Run 1, sequential cells coloured by netlist name:
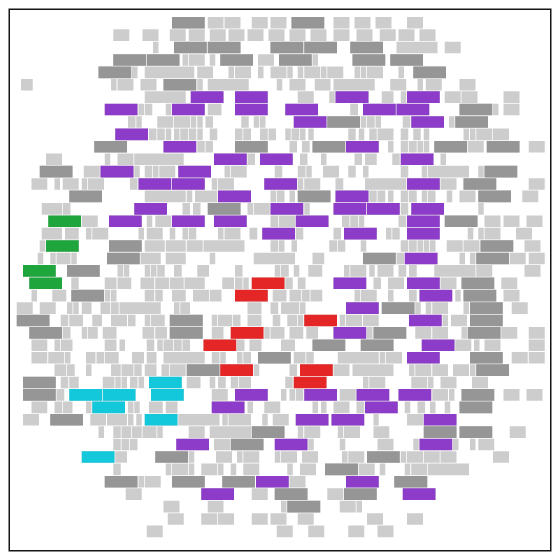
Run 1, placed cells, one colour a class:
Fill, decap, tap and diode cells in grey.
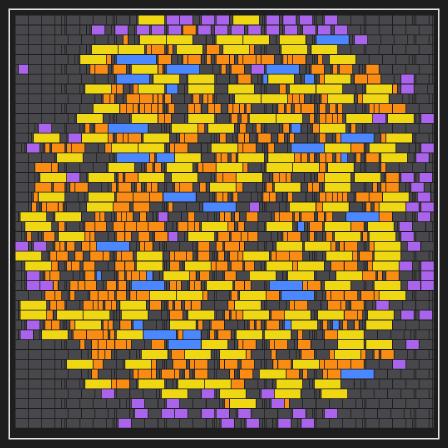
Run 1, close-up of the layout:
The bar under the picture is 20 um long. Window x 5 to 55, y 5 to 55 um. Cells in grey, sequential cells in the stronger grey; small squares are vias.
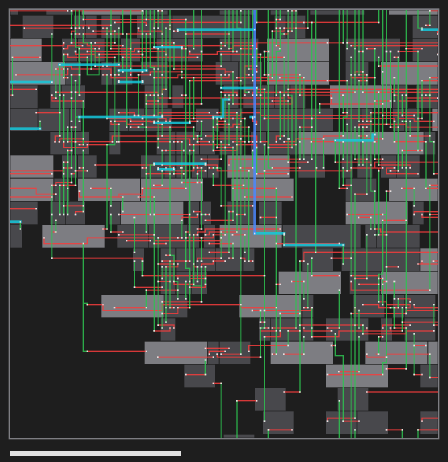
Run 1, cell placement:
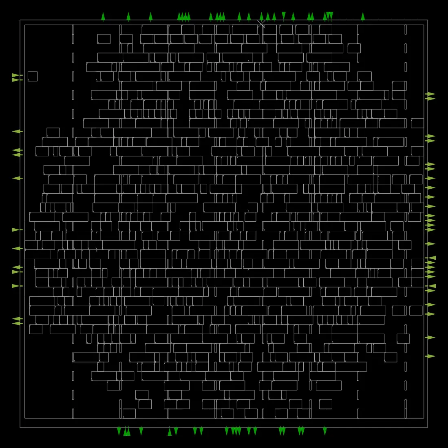
<file path="src/rtl/rx_challenge_ctrl_if.sv">
// Signal bundle between the challenge controller, the serial receiver and the PUF core.
// master = controller side, slave = receiver/host/PUF side.
interface rx_challenge_ctrl_if #(
    parameter int WIDTH  = 8,
    parameter int NBYTES = 8
);
    logic                    rxd_line;
    logic                    rx_start;
    logic                    rx_done;
    logic [WIDTH-1:0]        rx_data;
    logic [NBYTES*WIDTH-1:0] chal_data;
    logic                    chal_valid;
    logic                    chal_ready;
    logic                    err_chk;
    logic                    err_timeout;
    logic                    busy;

    modport master (
        input  rxd_line, rx_done, rx_data, chal_ready,
        output rx_start, chal_data, chal_valid, err_chk, err_timeout, busy
    );

    modport slave (
        output rxd_line, rx_done, rx_data, chal_ready,
        input  rx_start, chal_data, chal_valid, err_chk, err_timeout, busy
    );
endinterface

</file>
<file path="src/rtl/rx_challenge_ctrl.sv">
// Hunts start bits, kicks the bit-serial receiver, assembles NBYTES challenge bytes plus
// an XOR checksum byte and presents the challenge to the PUF core via valid/ready.
module rx_challenge_ctrl #(
    parameter int WIDTH   = 8,
    parameter int NBYTES  = 8,
    parameter int GAP_MAX = 64
) (
    input  logic                 clk,
    input  logic                 reset,
    rx_challenge_ctrl_if.master  bus
);
    localparam int CNT_W = $clog2(NBYTES + 1);
    localparam int GAP_W = $clog2(GAP_MAX + 1);
    localparam int TMR_W = $clog2(WIDTH + 2);

    typedef enum logic [1:0] {HUNT, KICK, RECV, PRESENT} state_t;

    state_t                         state_q, state_n;
    logic [CNT_W-1:0]               byte_cnt_q, byte_cnt_n;
    logic [WIDTH-1:0]               xor_q, xor_n;
    logic [GAP_W-1:0]               gap_q, gap_n;
    logic [TMR_W-1:0]               tmr_q, tmr_n;
    logic [NBYTES-1:0][WIDTH-1:0]   asm_q, asm_n;
    logic [NBYTES-1:0][WIDTH-1:0]   chal_q, chal_n;
    logic                           chk_err_n, tmo_n;
    logic                           rx_start_q, chal_valid_q, err_chk_q, err_tmo_q, busy_q;

    always_comb begin
        state_n    = state_q;
        byte_cnt_n = byte_cnt_q;
        xor_n      = xor_q;
        gap_n      = gap_q;
        tmr_n      = '0;
        asm_n      = asm_q;
        chal_n     = chal_q;
        chk_err_n  = 1'b0;
        tmo_n      = 1'b0;
        case (state_q)
            HUNT: begin
                if (!bus.rxd_line) begin
                    state_n = KICK;
                    gap_n   = '0;
                end else if (byte_cnt_q != '0) begin
                    // The GAP_MAX-th consecutive idle cycle aborts the partial frame.
                    if (gap_q == GAP_W'(GAP_MAX - 1)) begin
                        tmo_n      = 1'b1;
                        byte_cnt_n = '0;
                        xor_n      = '0;
                        gap_n      = '0;
                    end else begin
                        gap_n = gap_q + GAP_W'(1);
                    end
                end
            end
            KICK: state_n = RECV;
            RECV: begin
                if (bus.rx_done) begin
                    if (byte_cnt_q != CNT_W'(NBYTES)) begin
                        for (int i = 0; i < NBYTES; i++)
                            if (byte_cnt_q == CNT_W'(i)) asm_n[i] = bus.rx_data;
                        xor_n      = xor_q ^ bus.rx_data;
                        byte_cnt_n = byte_cnt_q + CNT_W'(1);
                        state_n    = HUNT;
                    end else begin
                        if (bus.rx_data == xor_q) begin
                            chal_n  = asm_q;
                            state_n = PRESENT;
                        end else begin
                            chk_err_n = 1'b1;
                            state_n   = HUNT;
                        end
                        byte_cnt_n = '0;
                        xor_n      = '0;
                    end
                end else if (tmr_q == TMR_W'(WIDTH + 1)) begin
                    tmo_n      = 1'b1;
                    byte_cnt_n = '0;
                    xor_n      = '0;
                    state_n    = HUNT;
                end else begin
                    tmr_n = tmr_q + TMR_W'(1);
                end
            end
            PRESENT: if (bus.chal_ready) state_n = HUNT;
            default: state_n = HUNT;
        endcase
    end

    // Outputs are decoded from next-state values so they are flops aligned with the state.
    always_ff @(posedge clk) begin
        if (reset) begin
            state_q      <= HUNT;
            byte_cnt_q   <= '0;
            xor_q        <= '0;
            gap_q        <= '0;
            tmr_q        <= '0;
            asm_q        <= '0;
            chal_q       <= '0;
            rx_start_q   <= 1'b0;
            chal_valid_q <= 1'b0;
            err_chk_q    <= 1'b0;
            err_tmo_q    <= 1'b0;
            busy_q       <= 1'b0;
        end else begin
            state_q      <= state_n;
            byte_cnt_q   <= byte_cnt_n;
            xor_q        <= xor_n;
            gap_q        <= gap_n;
            tmr_q        <= tmr_n;
            asm_q        <= asm_n;
            chal_q       <= chal_n;
            rx_start_q   <= (state_n == KICK);
            chal_valid_q <= (state_n == PRESENT);
            err_chk_q    <= chk_err_n;
            err_tmo_q    <= tmo_n;
            busy_q       <= (state_n != HUNT) || (byte_cnt_n != '0);
        end
    end

    assign bus.rx_start    = rx_start_q;
    assign bus.chal_data   = chal_q;
    assign bus.chal_valid  = chal_valid_q;
    assign bus.err_chk     = err_chk_q;
    assign bus.err_timeout = err_tmo_q;
    assign bus.busy        = busy_q;
endmodule

</file>
<file path="src/flat_wrapper.sv">
// flat-port wrapper written by rule: the top's interface ports become plain ports
module rx_challenge_ctrl_flat 
#(
    parameter int WIDTH   = 8,
    parameter int NBYTES  = 8,
    parameter int GAP_MAX = 64
)
  (clk, reset, bus_rxd_line, bus_rx_done, bus_rx_data, bus_chal_ready, bus_rx_start, bus_chal_data, bus_chal_valid, bus_err_chk, bus_err_timeout, bus_busy);
  rx_challenge_ctrl_if #(.WIDTH(WIDTH), .NBYTES(NBYTES)) bus_i ();
  input  logic clk;
  input  logic reset;
  input wire logic [$bits(bus_i.rxd_line)-1:0] bus_rxd_line;
  input wire logic [$bits(bus_i.rx_done)-1:0] bus_rx_done;
  input wire logic [$bits(bus_i.rx_data)-1:0] bus_rx_data;
  input wire logic [$bits(bus_i.chal_ready)-1:0] bus_chal_ready;
  output wire logic [$bits(bus_i.rx_start)-1:0] bus_rx_start;
  output wire logic [$bits(bus_i.chal_data)-1:0] bus_chal_data;
  output wire logic [$bits(bus_i.chal_valid)-1:0] bus_chal_valid;
  output wire logic [$bits(bus_i.err_chk)-1:0] bus_err_chk;
  output wire logic [$bits(bus_i.err_timeout)-1:0] bus_err_timeout;
  output wire logic [$bits(bus_i.busy)-1:0] bus_busy;
  assign bus_i.rxd_line = bus_rxd_line;
  assign bus_i.rx_done = bus_rx_done;
  assign bus_i.rx_data = bus_rx_data;
  assign bus_i.chal_ready = bus_chal_ready;
  assign bus_rx_start = bus_i.rx_start;
  assign bus_chal_data = bus_i.chal_data;
  assign bus_chal_valid = bus_i.chal_valid;
  assign bus_err_chk = bus_i.err_chk;
  assign bus_err_timeout = bus_i.err_timeout;
  assign bus_busy = bus_i.busy;
  rx_challenge_ctrl #(.WIDTH(WIDTH), .NBYTES(NBYTES), .GAP_MAX(GAP_MAX)) u_core (.clk(clk), .reset(reset), .bus(bus_i));
endmodule
</file>
<file path="config.mk">
export PLATFORM = sky130hd
export DESIGN_NAME = rx_challenge_ctrl_flat
export DESIGN_NICKNAME = d
export VERILOG_FILES = /design/src/rtl/rx_challenge_ctrl_if.sv /design/src/rtl/rx_challenge_ctrl.sv /design/src/flat_wrapper.sv
export SDC_FILE = /design/constraint.sdc
export NUM_CORES = 1
export LEC_CHECK = 0
export CORE_UTILIZATION = 45
export CTS_CLUSTER_DIAMETER = 40
export DETAILED_ROUTE_END_ITERATION = 10
export PLACE_DENSITY = 0.71
export REMOVE_ABC_BUFFERS = 1
export SYNTH_ARGS = -nofsm -noshare
export SYNTH_HDL_FRONTEND = slang
export SYNTH_SLANG_ARGS = --single-unit
</file>
<file path="constraint.sdc">
create_clock -name clk -period 5.99 [get_ports clk]
set_input_delay 0.599 -clock clk [delete_from_list [all_inputs] [get_ports clk]]
set_output_delay 0.599 -clock clk [all_outputs]
set_load 0.01 [all_outputs]
</file>
==> deck_impl_summary.md, run 1 <==
Flow Results at a Glance

Worst setup path
  • Crit-path max cell delay: 0.93 ns
  • Startpoint types: input pin
  • Top delay family on crit path: simple AND/OR/NAND/NOR gates
  • Worst reg-to-reg path cell count: 7
  • Slowest-stage cell, CP: or4_4
  • Arr. time, crit path: 3.24 ns
  • Critical path type: in2reg
  • Worst EP required: 6.27 ns
  • Critical path depth in cells: 6
  • Worst path cell trace: clkdlybuf4s50_1, xnor2_1, nand2_1, or4_4, mux2i_1, nor2_1
  • CP Buf/Inv Count: 1
  • Worst-path maximum fanout: 69
  • Setup crit end kind: flip-flop

Clocking
  • Postcts setup bufs: 0
  • Clock net sink count: 158
  • # resized after CTS: 0
  • CTS clk-pin slew, worst paths: 0.06 ns
  • CTS buffer count: 17
  • Hold_buf cts: 0
  • CTS tree: built
  • Clock network latency to the later pin of the worst-skew pair: 0.42 ns
  • CTS max path bufs: 2
  • CTS root buf: clkbuf_16

Pwr
  • Combinational power share: 3.3%
  • VDD IR max: 0.000172 V
  • Leakage power: 3.32 nW
  • Clock Power Share: 47.8%
  • PwrDens: 289 nW/um^2
  • Part of the power in registers: 48.8%
  • Sw frac: 21.4%
  • Sw Pwr: 466 uW
  • Cell Int Power: 1.71 mW

Logic synthesis
  • Sequential area share after synthesis: 51.9%
  • Avg Cell Area, Syn: 9.32 um^2
  • Cell area leaders: dfxtp_1 52%, mux2i_1 16%, nor2_1 7.5%, a21oi_1 3.9%, nand3_1 3.1%
  • Post-synth EDFFs: 0
  • Ys cells: 654
  • Yosys cell types: 39
  • Synth warnings: 0
  • Area leader share: 51.9%
  • Dominant cell by count in the synthesized netlist: dfxtp_1
  • Ys flops: 158
  • Post-synthesis chip area from yosys: 6100 um^2
  • Main flop type: dfxtp_1
  • Gate Count Post-Synth: 654
  • Async SR Flop Fraction: 0%
  • Cell taking the most area after synthesis: dfxtp_1
  • Post-synth top cells: 158 x dfxtp_1, 122 x nor2_1, 98 x mux2i_1

Route
  • Antenna viol nets, final: 0
  • Pre-Repair DR Iteration Count: 8
  • Initial drt markers: 319
  • Wirelength per Cell: 15.2 um
  • Via count: 4769
  • Drt drc: 1

Global route
  • Largest net degree at the start of global routing: 84
  • All-Layer GR Usage: 19.9%
  • GRT busiest layer: met2
  • Met3 Use GR: 4.44%
  • First-pass GRT wire length: 21900 um
  • Gr ovfl total: 0
  • GRT met2 Usage: 33.4%
  • M1 GR Usage: 24.7%
  • Vias in the first global route: 4388
  • Initial antenna violation count: 0

Placed design
  • GP Congestion: 0.824
  • Buffers on Ports: 81
  • Hpwl dp: 8710 um
  • Dpl ws: 2.67 ns

Finish
  • P&R area growth vs syn: 23.6%
  • Nets: 730
  • Diode count: 0
  • Share of layout cells above drive strength 1: 5.53%

STA
  • Rel. slew slack: 18.1%
  • Final period util: 49.5%
  • Pin slew with the least headroom to its limit: 1.23 ns
  • Worst Slack Setup Final: 3.03 ns
  • Fmax: 337 MHz
  • TNS Setup: 0 ns
  • RSZ-0062 raised after global routing: no
  • Worst clock skew: 0.00964 ns
  • Tmin final: 2.96 ns
  • Final tally of hold violations: 0
  • Max Slew Vio Count: 0

Min path
  • Worst Hold Depth: 2
  • Hold Crit Class: reg2reg

Run status
  • Failing checks: design-rule violations
  • Status: finished, violations left

Die
  • Die X: 118 um
  • Core Util at FP: 46.0%
  • Total die size: 14000 um^2
  • Die H: 118 um
  • IO Count: 82

Job
  • Log Warnings: 29
  • Max-cap violation count: 0
-- 'sequential cells coloured by netlist name' (at the start) --
- cyan: `u_core.gap_q` (placed flops 7)
- green: `u_core.tmr_q` (placed flops 4; where middle left)
- purple: `u_core.asm_q` (placed flops 64)
- red: `u_core.xor_q` (placed flops 8; where centre)
Seq. cell area: 3160 um^2
Seq/total area: 42.0%

-- 'placed cells, one colour a class' (at the start) --
- blue: clock drivers and dummy loads (cells 32; share of their area 7.9%)
- orange: remaining logic cells (cells 449; share of their area 38%)
- yellow: sequential cells (cells 158; share of their area 43%)
- purple: remaining buffers and delay cells (cells 84; share of their area 11%)
Placeable Area: 13200 um^2
fin util: 56.9%
design area: 7540 um^2

-- 'close-up of the layout' (at the start) --
- red: M1
- cyan: M3
- green: M2
- blue: M4
- netlist names of flops here include: `u_core.gap_q` (7), `u_core.bus.chal_data` (6), `u_core.asm_q` (4)
- cells with their middle in the window: 155
- most frequent: dfxtp_1 (27), nor2_1 (24), clkdlybuf4s50_1 (13)
- sequential cells in the window: 27

-- 'cell placement' (at the start) --
number of core rows: 42
FFs & Latches: 158
FILL cells: 1196
fin cells: 899

[run 1: sequential cells by signal, summed over array words and instances, names as in the netlist]
register,count
u_core.state_q,2
u_core.bus.err_chk,1
u_core.byte_cnt_q,4
u_core.bus.chal_valid,1
u_core.bus.busy,1
u_core.tmr_q,4
u_core.asm_q,64
u_core.gap_q,7
u_core.bus.rx_start,1
u_core.xor_q,8
u_core.bus.chal_data,64
u_core.bus.err_timeout,1
[run 1: logic make-up (layout without fill, tap and decap cells)]
group	count (synthesis)	in the layout	synth area share, %
and+or+nand+nor	248	248	17.9
AOI/OAI and AO/OA	76	76	7.08
muxes	98	98	16.1
buffers and inverters	54	123	3.74
adders and majority gates	7	7	1.44
xor gates and xnor gates	13	13	1.87
DFF	158	158	51.9
[run 1: routing by layer]
| metal | share of wire (%) | wire, um |
|---|---|---|
| met5 | 0 | 0 |
| met1 | 44 | 6060 |
| met2 | 50 | 6760 |
| met4 | 1.7 | 231 |
| met3 | 4.4 | 602 |
[run 1: worst paths after layout]
path / from / endpoint / slack [ns]
min reg2reg: u_core.asm_q[22]$_SDFFE_PP0P_ / u_core.asm_q[22]$_SDFFE_PP0P_ / 0.46
max reg2reg: u_core.byte_cnt_q[0]$_SDFF_PP0_ / u_core.bus.chal_data[12]$_SDFFE_PP0P_ / 3.18
max: bus_rx_data[7] / u_core.bus.chal_data[12]$_SDFFE_PP0P_ / 3.03
min: u_core.asm_q[22]$_SDFFE_PP0P_ / u_core.asm_q[22]$_SDFFE_PP0P_ / 0.46
[run 1: layout make-up]
type | count | area, um^2 | area share (%)
Sequential cell | 158 | 3160 | 42.0
Multi-Input combinational cell | 442 | 2720 | 36.1
Timing Repair Buffer | 84 | 831 | 11.0
Clock buffer | 21 | 460 | 6.11
Tap cell | 176 | 220 | 2.92
Clock inverter | 11 | 116 | 1.54
Inverter | 7 | 26.3 | 0.349
[run 1: power groups by stage]
stage          clock network (mW)  logic, mW  registers [mW]
4_1_cts                      1.06     0.0728            1.06
3_3_place_gp                    0     0.0705            1.09
3_5_place_dp                    0     0.0722            1.09
5_1_grt                      1.10     0.0796            1.06
6_report                     1.04     0.0727            1.06
2_1_floorplan                   0     0.0267            1.08
[run 1: placed cells by master, fill, tap and decap left out, drive strengths merged, types with 11 or more instances in the layout]
cell and count:
clkdlybuf4s50 80, nor3 11, clkbuf 21, a21oi 48
mux2i 98, nand3 38, dfxtp 158, nor2 122
nand2 48
[run 1: through the flow]
step	utilization (%)	instances	instance area [um^2]	total power, mW	hold WS, ns
after floorplan	-	607	5890	1.11	0.430
after global routing	56.9	899	7540	2.24	0.479
final	56.9	899	7540	2.18	0.456
after CTS	56.9	899	7540	2.19	0.458
after detailed placement	52.6	867	6960	1.16	0.449
after global placement	52.6	867	6960	1.16	0.444
[run 1: worst reg2reg max path, cell delays in order, from the launching register on]
cell and delay (ns):
dfxtp_1 0.39, inv_1 0.12, ha_1 0.26, and3b_1 0.23, nand3_1 0.15, or4_4 1.01, mux2i_1 0.46, nor2_1 0.06
==> run 2: changes to the inputs <==
- clock period: 5.99 -> 2.76 ns (I/O delays scaled with it)
Run 2, sequential cells coloured by netlist name:
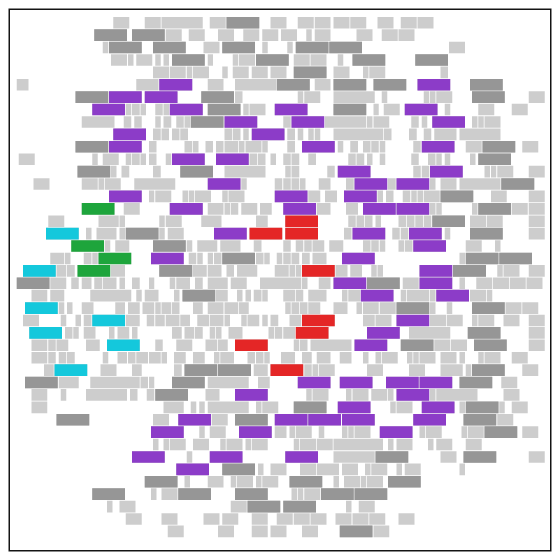
- cyan: `u_core.gap_q` (placed flops 7; where middle left)
- red: `u_core.xor_q` (placed flops 8; where centre)
- green: `u_core.tmr_q` (placed flops 4; where middle left)
- purple: `u_core.asm_q` (placed flops 64)

Run 2, close-up of the layout:
The bar under the picture is 20 um long. Window x 5 to 55, y 5 to 55 um. Cells in grey, sequential cells in the stronger grey; small squares are vias.
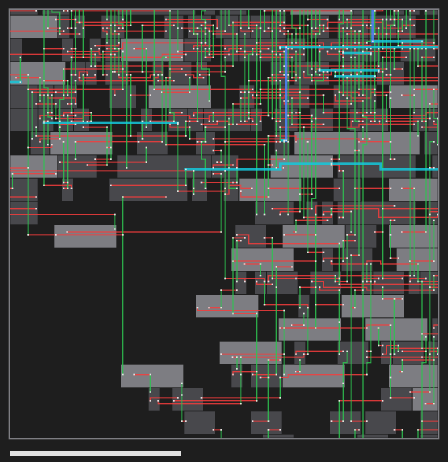
- red: M1
- cyan: M3
- green: M2
- blue: M4
- sequential cells in the window: 25
- netlist names of flops here include: `u_core.asm_q` (7), `u_core.bus.chal_data` (6), `u_core.gap_q` (5)
- most frequent: dfxtp_1 (25), nor2_1 (22), mux2i_1 (13)
- cells with their middle in the window: 138

==> run 2 against run 1 <==
The run still ends with design-rule violations left. Clock-buffer cell count rose by 2. Die area did not move. Worst hold slack barely moved. Highest routed layer unchanged. Sequential power rose by 120%. Final area rose by 2.2%. Critical path type is now reg2reg. Power rose by 130%. Critical endpoint is now u_core.bus.chal_data[7]$_SDFFE_PP0P_. Global-route usage rose by 0.66 points.
==> deck_impl_summary.md, run 2 <==
Flow Results at a Glance

Run status
  • Status: finished, violations left
  • Failing checks: design-rule violations

Worst setup path
  • Arr. time, crit path: 2.67 ns (-0.57 ns)
  • Startpoint types: flip-flop
  • Worst EP required: 3.02 ns (-3.25 ns)
  • Worst-path maximum fanout: 28 (-59%)
  • Setup crit end kind: flip-flop
  • Critical path type: reg2reg

STA
  • Worst clock skew: 0.00510 ns (-0.00453 ns)
  • Pin slew with the least headroom to its limit: 1.06 ns (-0.164 ns)
  • Max Slew Vio Count: 0 (unchanged)
  • Setup violators final: 0
  • Worst Slack Setup Final: 0.349 ns (-2.68 ns)
  • Rel. slew slack: 29.1% (+11 points)
  • RSZ-0062 raised after global routing: no
  • Final period util: 87.4%
  • Fmax: 415 MHz
  • Final tally of hold violations: 0 (unchanged)
  • Tmin final: 2.41 ns

Logic synthesis
  • Mux area share: 16.1% (unchanged)
  • Sequential area share after synthesis: 51.9% (unchanged)
  • Synth warnings: 0 (unchanged)
  • Post-synth EDFFs: 0 (unchanged)
  • Ys cells: 654 (unchanged)
  • Cell taking the most area after synthesis: dfxtp_1
  • AND/OR/NAND/NOR Cells, Area Fraction: 17.9% (unchanged)
  • Post-synth top cells: 158 x dfxtp_1, 122 x nor2_1, 98 x mux2i_1
  • Avg Cell Area, Syn: 9.32 um^2 (unchanged)
  • Async SR Flop Fraction: 0% (unchanged)
  • Gate Count Post-Synth: 654 (unchanged)
  • Xor/xnor share: 1.87% (unchanged)
  • Cell area leaders: dfxtp_1 52%, mux2i_1 16%, nor2_1 7.5%, a21oi_1 3.9%, nand3_1 3.1%
  • Synth logic family: simple AND/OR/NAND/NOR gates
  • Compound-cell area share of the yosys netlist: 7.08% (unchanged)
  • Adder Area Share: 1.44% (unchanged)
  • Mapped Area: 6100 um^2
  • Area leader share: 51.9% (unchanged)
  • Yosys cell types: 39 (unchanged)
  • Ys flops: 158 (unchanged)
  • Post-synthesis chip area from yosys: 6100 um^2 (unchanged)
  • Main flop type: dfxtp_1
  • Dominant cell by count in the synthesized netlist: dfxtp_1

Clocking
  • CTS max path bufs: 2 (unchanged)
  • CTS tree: built
  • CTS clk-pin slew, worst paths: 0.06 ns (about the same)
  • Clock network latency to the later pin of the worst-skew pair: 0.42 ns (about the same)
  • CTS root buf: clkbuf_16
  • Clock net sink count: 158 (unchanged)
  • H-tree levels: 4
  • Postcts setup bufs: 0 (unchanged)
  • CTS buffer count: 17 (unchanged)

Placed design
  • GP Congestion: 0.850 (+3.1%)
  • Dpl ws: 0.342 ns (-2.33 ns)
  • Buffers on Ports: 81 (unchanged)
  • Hpwl dp: 9020 um (+3.6%)

Die
  • Die X: 118 um (unchanged)
  • Core Util at FP: 46.0% (unchanged)
  • IO Count: 82 (unchanged)
  • Total die size: 14000 um^2 (unchanged)
  • Die H: 118 um (unchanged)
  • Number of core rows: 42 (unchanged)
  • Placeable Area: 13200 um^2 (unchanged)

Route
  • Initial drt markers: 430 (+35%)
  • Pre-Repair DR Iteration Count: 8 (unchanged)
  • Drt drc: 1 (unchanged)
  • Vias/cell: 5.26
  • Antenna viol nets, final: 0 (unchanged)

Global route
  • Vias in the first global route: 4609 (+5.0%)
  • Gr ovfl total: 0 (unchanged)
  • Initial antenna violation count: 0 (unchanged)
  • All-Layer GR Usage: 20.6% (+0.66 points)
  • First-pass GRT wire length: 22500 um (+2.6%)
  • Largest net degree at the start of global routing: 101 (+20%)

Job
  • Max-cap violation count: 0 (unchanged)
  • Log Warnings: 31 (+6.9%)

Pwr
  • VDD IR max: 0.000390 V (+130%)
  • PwrDens: 639 nW/um^2 (+120%)
  • Leakage power: 3.42 nW (+3.0%)

Finish
  • Seq. cell area: 3160 um^2 (unchanged)
  • Most numerous logic cells after layout: 158 x dfxtp_1, 122 x nor2_1, 98 x mux2i_1, 80 x clkdlybuf4s50_1
  • Share of layout cells above drive strength 1: 7.47% (+1.9 points)
  • Nets: 743 (+1.8%)
  • Most frequent logic cell in the layout: dfxtp_1
  • FILL cells: 1172 (-2.0%)
  • Diode count: 0 (unchanged)
  • Area of the multi-input gates: 2720 um^2 (+0.18%)
  • P&R area growth vs syn: 26.4%
  • Fin util: 58.2% (+1.3 points)

Min path
  • Hold Crit Class: reg2reg
Run 2, routed metal per tile:
The bar under the picture is 20 um long. The die is cut into 24 by 24 equal tiles; black is low, pale yellow is high, scaled to the fullest tile. Values are wire area over tile area, all layers added.
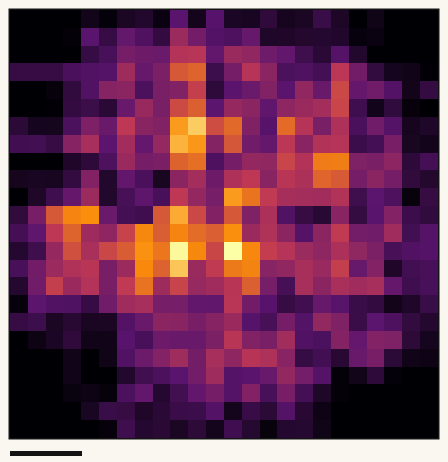
- fullest tile: 0.60
- nearly empty tiles: 15%
- emptiest ninth of the die: lower left
- densest ninth of the die: centre
- tiles over half the peak: 12%
Wirelength per Cell: 15.3 um
WL final: 13900 um
via count: 4797

[run 2: cell count changes in the layout (fill, tap and decap cells not counted), moves of 2 or more]
cell | before | now
clkinv_2 | 5 | 3
clkinvlp_4 | 3 | 0
clkinv_4 | 1 | 3
buf_4 | 4 | 16
clkbuf_8 | 2 | 5
[run 2: kinds of logic (layout without fill, tap and decap cells)]
kind of cell / after synthesis / after routing
fa+ha+maj: 7 / 7
simple gates: 248 / 248
buf+inv: 54 / 136
xor+xnor: 13 / 13
flops: 158 / 158
compound gates: 76 / 76
mux: 98 / 98
[run 2: cell type report]
class	instances	area share (%)
Clock buffer	23	6.46
Clock inverter	9	1.71
Tap cell	176	2.86
Inverter	7	0.341
Sequential cell	158	41.1
Multi-Input combinational cell	442	35.4
Timing Repair Buffer	97	12.2
[run 2: power breakdown]
group | internal, mW | switching (mW) | total (mW)
registers | 2.29 | 0.0122 | 2.30
clock network | 1.54 | 0.895 | 2.44
logic | 0.0619 | 0.118 | 0.180
total | 3.90 | 1.02 | 4.92
[run 2: worst paths after layout]
kind / startpoint / to / slack (ns) / cells past startpoint
setup / recovery: u_core.byte_cnt_q[0]$_SDFF_PP0_ / u_core.bus.chal_data[7]$_SDFFE_PP0P_ / 0.35 / 8
hold / removal: u_core.asm_q[49]$_SDFFE_PP0P_ / u_core.asm_q[49]$_SDFFE_PP0P_ / 0.46 / 2
setup reg to reg: u_core.byte_cnt_q[0]$_SDFF_PP0_ / u_core.bus.chal_data[7]$_SDFFE_PP0P_ / 0.35 / 8
hold reg to reg: u_core.asm_q[49]$_SDFFE_PP0P_ / u_core.asm_q[49]$_SDFFE_PP0P_ / 0.46 / 2
[run 2: what timing repair did]
item / in CTS / in global routing
resized: 0 / 1
hold buffers: 0 / 0
setup endpoints to repair: 0 / 4
[run 2: metal layers]
metal	vias to the layer above	track usage (%)	share of wire, %
li1	2366	-	-
met1	2289	25.4	46
met2	115	33.6	48
met5	-	0	0
met3	27	6.13	4.4
met4	0	8.07	2.2
[run 2: metrics by stage]
step           cells  hold WS, ns  cell area (um^2)  power, mW  TNS (ns)
4_1_cts          912        0.457              7700       4.96         0
2_1_floorplan    607        0.345              5890       2.41    -57.70
6_report         912        0.456              7700       4.92         0
3_3_place_gp     880        0.446              7070       2.53         0
5_1_grt          912        0.473              7700       5.08         0
3_5_place_dp     880        0.448              7070       2.53         0
[run 2: worst max-delay path: stages (launching register included)]
cell     delay [ns]
dfxtp_1        0.39
inv_1          0.13
ha_1           0.22
and3b_1        0.22
nand3_1        0.13
or4_4          0.57
buf_4          0.30
mux2i_1        0.22
nor2_1         0.06
Power and IR drop assume default switching activity.
